<file path="src/rtl/bit_addr_ram_pkg.sv">
// Shared encodings for the bit-addressable RAM: access mode, bit-write ops and bit-read ops.
package bit_addr_ram_pkg;

  typedef enum logic {
    MODE_BYTE = 1'b0,
    MODE_BIT  = 1'b1
  } mode_e;

  typedef enum logic [1:0] {
    BIT_OP_WR  = 2'b00,
    BIT_OP_SET = 2'b01,
    BIT_OP_CLR = 2'b10,
    BIT_OP_CPL = 2'b11
  } bit_op_e;

  typedef enum logic [1:0] {
    BIT_RD    = 2'b00,
    BIT_RDCLR = 2'b01
  } bit_rd_e;

endpackage

</file>
<file path="src/rtl/bit_addr_ram_if.sv">
// Request/response bundle between the execute stage (master) and the bit-addressable RAM (slave).
interface bit_addr_ram_if #(
  parameter int WIDTH  = 8,
  parameter int BIT_AW = 7
);
  logic              CS;
  logic              RW;
  logic              mode;
  logic [1:0]        op;
  logic [BIT_AW-1:0] addr;
  logic [WIDTH-1:0]  din;
  logic [WIDTH-1:0]  dout;
  logic              dout_vld;
  logic              addr_err;

  modport master (
    output CS, RW, mode, op, addr, din,
    input  dout, dout_vld, addr_err
  );

  modport slave (
    input  CS, RW, mode, op, addr, din,
    output dout, dout_vld, addr_err
  );
endinterface

</file>
<file path="src/rtl/bit_addr_ram_bit_op_unit.sv">
// Combinational read-modify-write of one bit inside a word: write, set, clear or complement.
module bit_op_unit
  import bit_addr_ram_pkg::*;
#(
  parameter int WIDTH  = 8,
  parameter int BIT_IW = $clog2(WIDTH)
) (
  input  logic [WIDTH-1:0]  i_old_word,
  input  logic [BIT_IW-1:0] i_bit_idx,
  input  bit_op_e           i_op,
  input  logic              i_din,
  output logic [WIDTH-1:0]  o_new_word
);

  always_comb begin
    // NOTE: the default comes first and is then patched with blocking assignments, so no latch is inferred.
    o_new_word = i_old_word;
    case (i_op)
      BIT_OP_WR:  o_new_word[i_bit_idx] = i_din;
      BIT_OP_SET: o_new_word[i_bit_idx] = 1'b1;
      BIT_OP_CLR: o_new_word[i_bit_idx] = 1'b0;
      BIT_OP_CPL: o_new_word[i_bit_idx] = ~i_old_word[i_bit_idx];
      default:    o_new_word = i_old_word;
    endcase
  end

endmodule

</file>
<file path="src/rtl/bit_addr_ram.sv">
// Bit-addressable data RAM (8051 20h-2Fh area): byte and single-bit access on one flop array,
// with atomic SETB/CLR/CPL and read-and-clear for JBC.
module bit_addr_ram
  import bit_addr_ram_pkg::*;
#(
  parameter int WIDTH   = 8,
  parameter int BYTES   = 16,
  parameter int BYTE_AW = $clog2(BYTES),
  parameter int BIT_AW  = BYTE_AW + $clog2(WIDTH)
) (
  input  logic         clk,
  input  logic         rst_n,
  bit_addr_ram_if.slave bus
);

  localparam int BIT_IW = $clog2(WIDTH);

  logic [WIDTH-1:0]   r_mem [BYTES];
  logic [WIDTH-1:0]   r_dout;
  logic               r_dout_vld;
  logic               r_addr_err;

  logic               w_access;
  logic               w_is_read;
  logic               w_is_bit;
  logic               w_in_range;
  logic               w_mem_we;
  logic [BYTE_AW-1:0] w_word;
  logic [BIT_IW-1:0]  w_bit;
  logic [WIDTH-1:0]   w_old;
  logic [WIDTH-1:0]   w_bit_new;
  logic [WIDTH-1:0]   w_new;
  logic [WIDTH-1:0]   w_rdata;
  bit_op_e            w_unit_op;

  always_comb begin
    w_access   = ~bus.CS;
    w_is_read  = bus.RW;
    w_is_bit   = (bus.mode == MODE_BIT);
    w_word     = w_is_bit ? bus.addr[BIT_AW-1:BIT_IW] : bus.addr[BYTE_AW-1:0];
    w_bit      = bus.addr[BIT_IW-1:0];
    w_in_range = int'(w_word) < BYTES;
    w_old      = w_in_range ? r_mem[w_word] : '0;

    // JBC reuses the clear path; reserved read ops never modify memory.
    if (w_is_read) w_unit_op = BIT_OP_CLR;
    else           w_unit_op = bit_op_e'(bus.op);

    w_mem_we = w_access && w_in_range &&
               (!w_is_read || (w_is_bit && bus.op == BIT_RDCLR));

    w_new = w_is_bit ? w_bit_new : bus.din;

    if (!w_in_range)   w_rdata = '0;
    else if (w_is_bit) w_rdata = WIDTH'(w_old[w_bit]);
    else               w_rdata = w_old;
  end

  bit_op_unit #(
    .WIDTH  (WIDTH),
    .BIT_IW (BIT_IW)
  ) u_bit_op (
    .i_old_word (w_old),
    .i_bit_idx  (w_bit),
    .i_op       (w_unit_op),
    .i_din      (bus.din[0]),
    .o_new_word (w_bit_new)
  );

  // NOTE: the array is reset together with the output flops; it is flops, not a RAM macro, so this is legal.
  always_ff @(posedge clk or negedge rst_n) begin
    if (!rst_n) begin
      for (int i = 0; i < BYTES; i++) r_mem[i] <= '0;
      r_dout     <= '0;
      r_dout_vld <= 1'b0;
      r_addr_err <= 1'b0;
    end else begin
      // NOTE: all state uses non-blocking assignments so every flop samples pre-edge values.
      r_dout_vld <= w_access && w_is_read;
      r_addr_err <= w_access && !w_in_range;
      if (w_access && w_is_read) r_dout <= w_rdata;
      if (w_mem_we)              r_mem[w_word] <= w_new;
    end
  end

  assign bus.dout     = r_dout;
  assign bus.dout_vld = r_dout_vld;
  assign bus.addr_err = r_addr_err;

endmodule

</file>
<file path="src/flat_wrapper.sv">
// flat-port wrapper written by rule: the top's interface ports become plain ports
module bit_addr_ram_flat import bit_addr_ram_pkg::*;
#(
  parameter int WIDTH   = 8,
  parameter int BYTES   = 16,
  parameter int BYTE_AW = $clog2(BYTES),
  parameter int BIT_AW  = BYTE_AW + $clog2(WIDTH)
)
  (clk, rst_n, bus_CS, bus_RW, bus_mode, bus_op, bus_addr, bus_din, bus_dout, bus_dout_vld, bus_addr_err);
  bit_addr_ram_if #(.WIDTH(WIDTH), .BIT_AW(BIT_AW)) bus_i ();
  input  logic clk;
  input  logic rst_n;
  input wire logic [$bits(bus_i.CS)-1:0] bus_CS;
  input wire logic [$bits(bus_i.RW)-1:0] bus_RW;
  input wire logic [$bits(bus_i.mode)-1:0] bus_mode;
  input wire logic [$bits(bus_i.op)-1:0] bus_op;
  input wire logic [$bits(bus_i.addr)-1:0] bus_addr;
  input wire logic [$bits(bus_i.din)-1:0] bus_din;
  output wire logic [$bits(bus_i.dout)-1:0] bus_dout;
  output wire logic [$bits(bus_i.dout_vld)-1:0] bus_dout_vld;
  output wire logic [$bits(bus_i.addr_err)-1:0] bus_addr_err;
  assign bus_i.CS = bus_CS;
  assign bus_i.RW = bus_RW;
  assign bus_i.mode = bus_mode;
  assign bus_i.op = bus_op;
  assign bus_i.addr = bus_addr;
  assign bus_i.din = bus_din;
  assign bus_dout = bus_i.dout;
  assign bus_dout_vld = bus_i.dout_vld;
  assign bus_addr_err = bus_i.addr_err;
  bit_addr_ram #(.WIDTH(WIDTH), .BYTES(BYTES), .BYTE_AW(BYTE_AW), .BIT_AW(BIT_AW)) u_core (.clk(clk), .rst_n(rst_n), .bus(bus_i));
endmodule
</file>
<file path="config.mk">
export PLATFORM = sky130hd
export DESIGN_NAME = bit_addr_ram_flat
export DESIGN_NICKNAME = d
export VERILOG_FILES = /design/src/rtl/bit_addr_ram_pkg.sv /design/src/rtl/bit_addr_ram_if.sv /design/src/rtl/bit_addr_ram_bit_op_unit.sv /design/src/rtl/bit_addr_ram.sv /design/src/flat_wrapper.sv
export SDC_FILE = /design/constraint.sdc
export NUM_CORES = 1
export LEC_CHECK = 0
export ABC_AREA = 1
export CAP_MARGIN = 20
export CELL_PAD_IN_SITES_DETAIL_PLACEMENT = 1
export CELL_PAD_IN_SITES_GLOBAL_PLACEMENT = 2
export CORE_UTILIZATION = 35
export DETAILED_ROUTE_END_ITERATION = 10
export GPL_ROUTABILITY_DRIVEN = 0
export PLACE_DENSITY = 0.83
export SLEW_MARGIN = 20
export SYNTH_ARGS = -nofsm -noshare
export SYNTH_HDL_FRONTEND = slang
export SYNTH_SLANG_ARGS = --single-unit
export TNS_END_PERCENT = 20
</file>
<file path="constraint.sdc">
create_clock -name clk -period 2.1 [get_ports clk]
set_clock_uncertainty 0.05 [all_clocks]
set_input_delay 0.42 -clock clk [delete_from_list [all_inputs] [get_ports clk]]
set_output_delay 0.42 -clock clk [all_outputs]
set_load 0.05 [all_outputs]
</file>
==> flow_summary.json <==
{
  "hold_buffers": 1,
  "regToRegSetupSlack_ns": 0.03,
  "cts_resized": 140,
  "numPlacedInstances": 1542,
  "inverters": 64,
  "violations": "negative setup slack",
  "drt-initial-drc-count": 618,
  "post_cts_buffers": 32,
  "n_tap_cell": 280,
  "wirelength_mm": 37.82,
  "period_minus_slack_ns": 2.439,
  "cts_buffers": 17,
  "setup_viol": 129,
  "overflow": 0,
  "fp_util_pct": 35.89,
  "syn_to_final_growth_pct": 48.77,
  "die_w_um": 151.8,
  "power.density_mw_per_mm2": 862.3,
  "nClkBuffers": 19,
  "postLayoutCellArea_sq_mm": 0.01169,
  "core_area_sq_mm": 0.02189,
  "synthFlopType": "dfrtp_1",
  "path_class": "in2reg",
  "syn_inst": 1161,
  "utilization_pct": 53.40,
  "most_common_cell": "nand2_1",
  "layout_setup_ws_ns": -0.3387,
  "whs_ns": 0.4278,
  "comb_area_share_pct": 40.10,
  "status": "finished, violations left",
  "signal_buffers": 205,
  "finalHoldViolations": 0,
  "edf_count": 0,
  "cts_tree": "done",
  "log.warning_count": 29,
  "preCtsSetupSlack_ns": -1.066,
  "clockBufferDepth": 2,
  "slowest_delay_ns": 0.17,
  "r2r-end": "u_core.r_mem[99]",
  "crit_start": "bus_mode",
  "crit_arrival_ns": 2.70,
  "nets": 1361,
  "rsz0062_at_grt": "yes",
  "critical_path_buf_inv_count": 9,
  "logic_gate_count": 914
}
kinds of logic (layout without fill, tap and decap cells):
family                 Yosys count  after routing  synth area share (%)
flip-flops                     137            137                 43.63
AND-OR/OR-AND                   21             21                 1.576
other                            1              1               0.04772
buffers and inverters          113            299                 7.118
AND/OR/NAND/NOR                889            892                 47.63
flip-flops by register name, summed over array words and instances, names as in the netlist:
name	cells
u_core.bus.dout	8
u_core.r_mem	128
u_core.bus.dout_vld	1
metal layers:
metal / routed length, um / vias to the layer above / track usage, %
li1: - / 4004 / -
met1: 15360 / 4601 / 39.93
met2: 18250 / 347 / 51.56
met3: 2094 / 136 / 5.048
met4: 2117 / 0 / 16.29
met5: 0 / - / 0
**Congestion heat map**

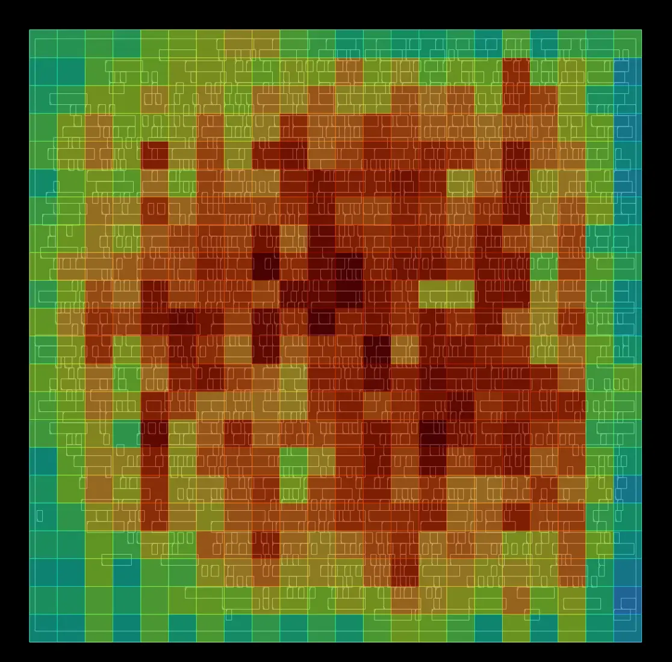
GR peak layer: met2
Avg WL per Cell: 23.20 um

**Pin placement**

(3 px per um) Pins as bars across the die edge, other pins in gray.
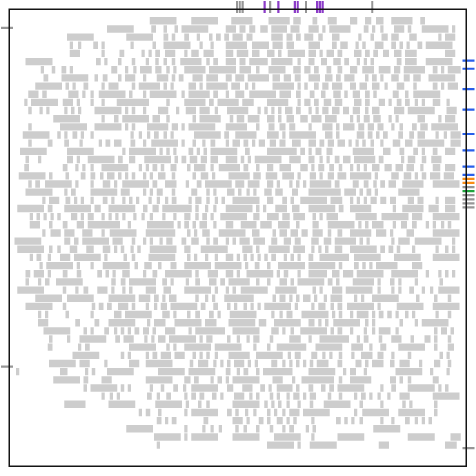
| color | port | pins | direction | edge |
|---|---|---|---|---|
| blue | bus_dout | 8 | output | right |
| green | bus_CS | 1 | input | right |
| orange | bus_op | 2 | input | right |
| purple | bus_addr | 7 | input | top |
all pins by edge: 17 right, 13 top, 2 left

**Zoomed window**

Region (63, 33) to (88, 58) um. Cells in gray, sequential cells in the stronger gray; small squares are vias.
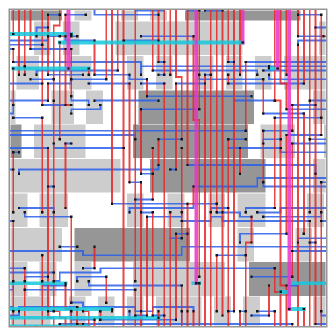
| color | layer |
|---|---|
| cyan | met3 |
| red | met2 |
| blue | met1 |
| magenta | met4 |
cells with their middle in the window: 41
netlist names of flops here include: u_core.r_mem (5)
most frequent: nand2_1 (23), dfrtp_1 (5), nand3_1 (3)
sequential cells in the window: 5

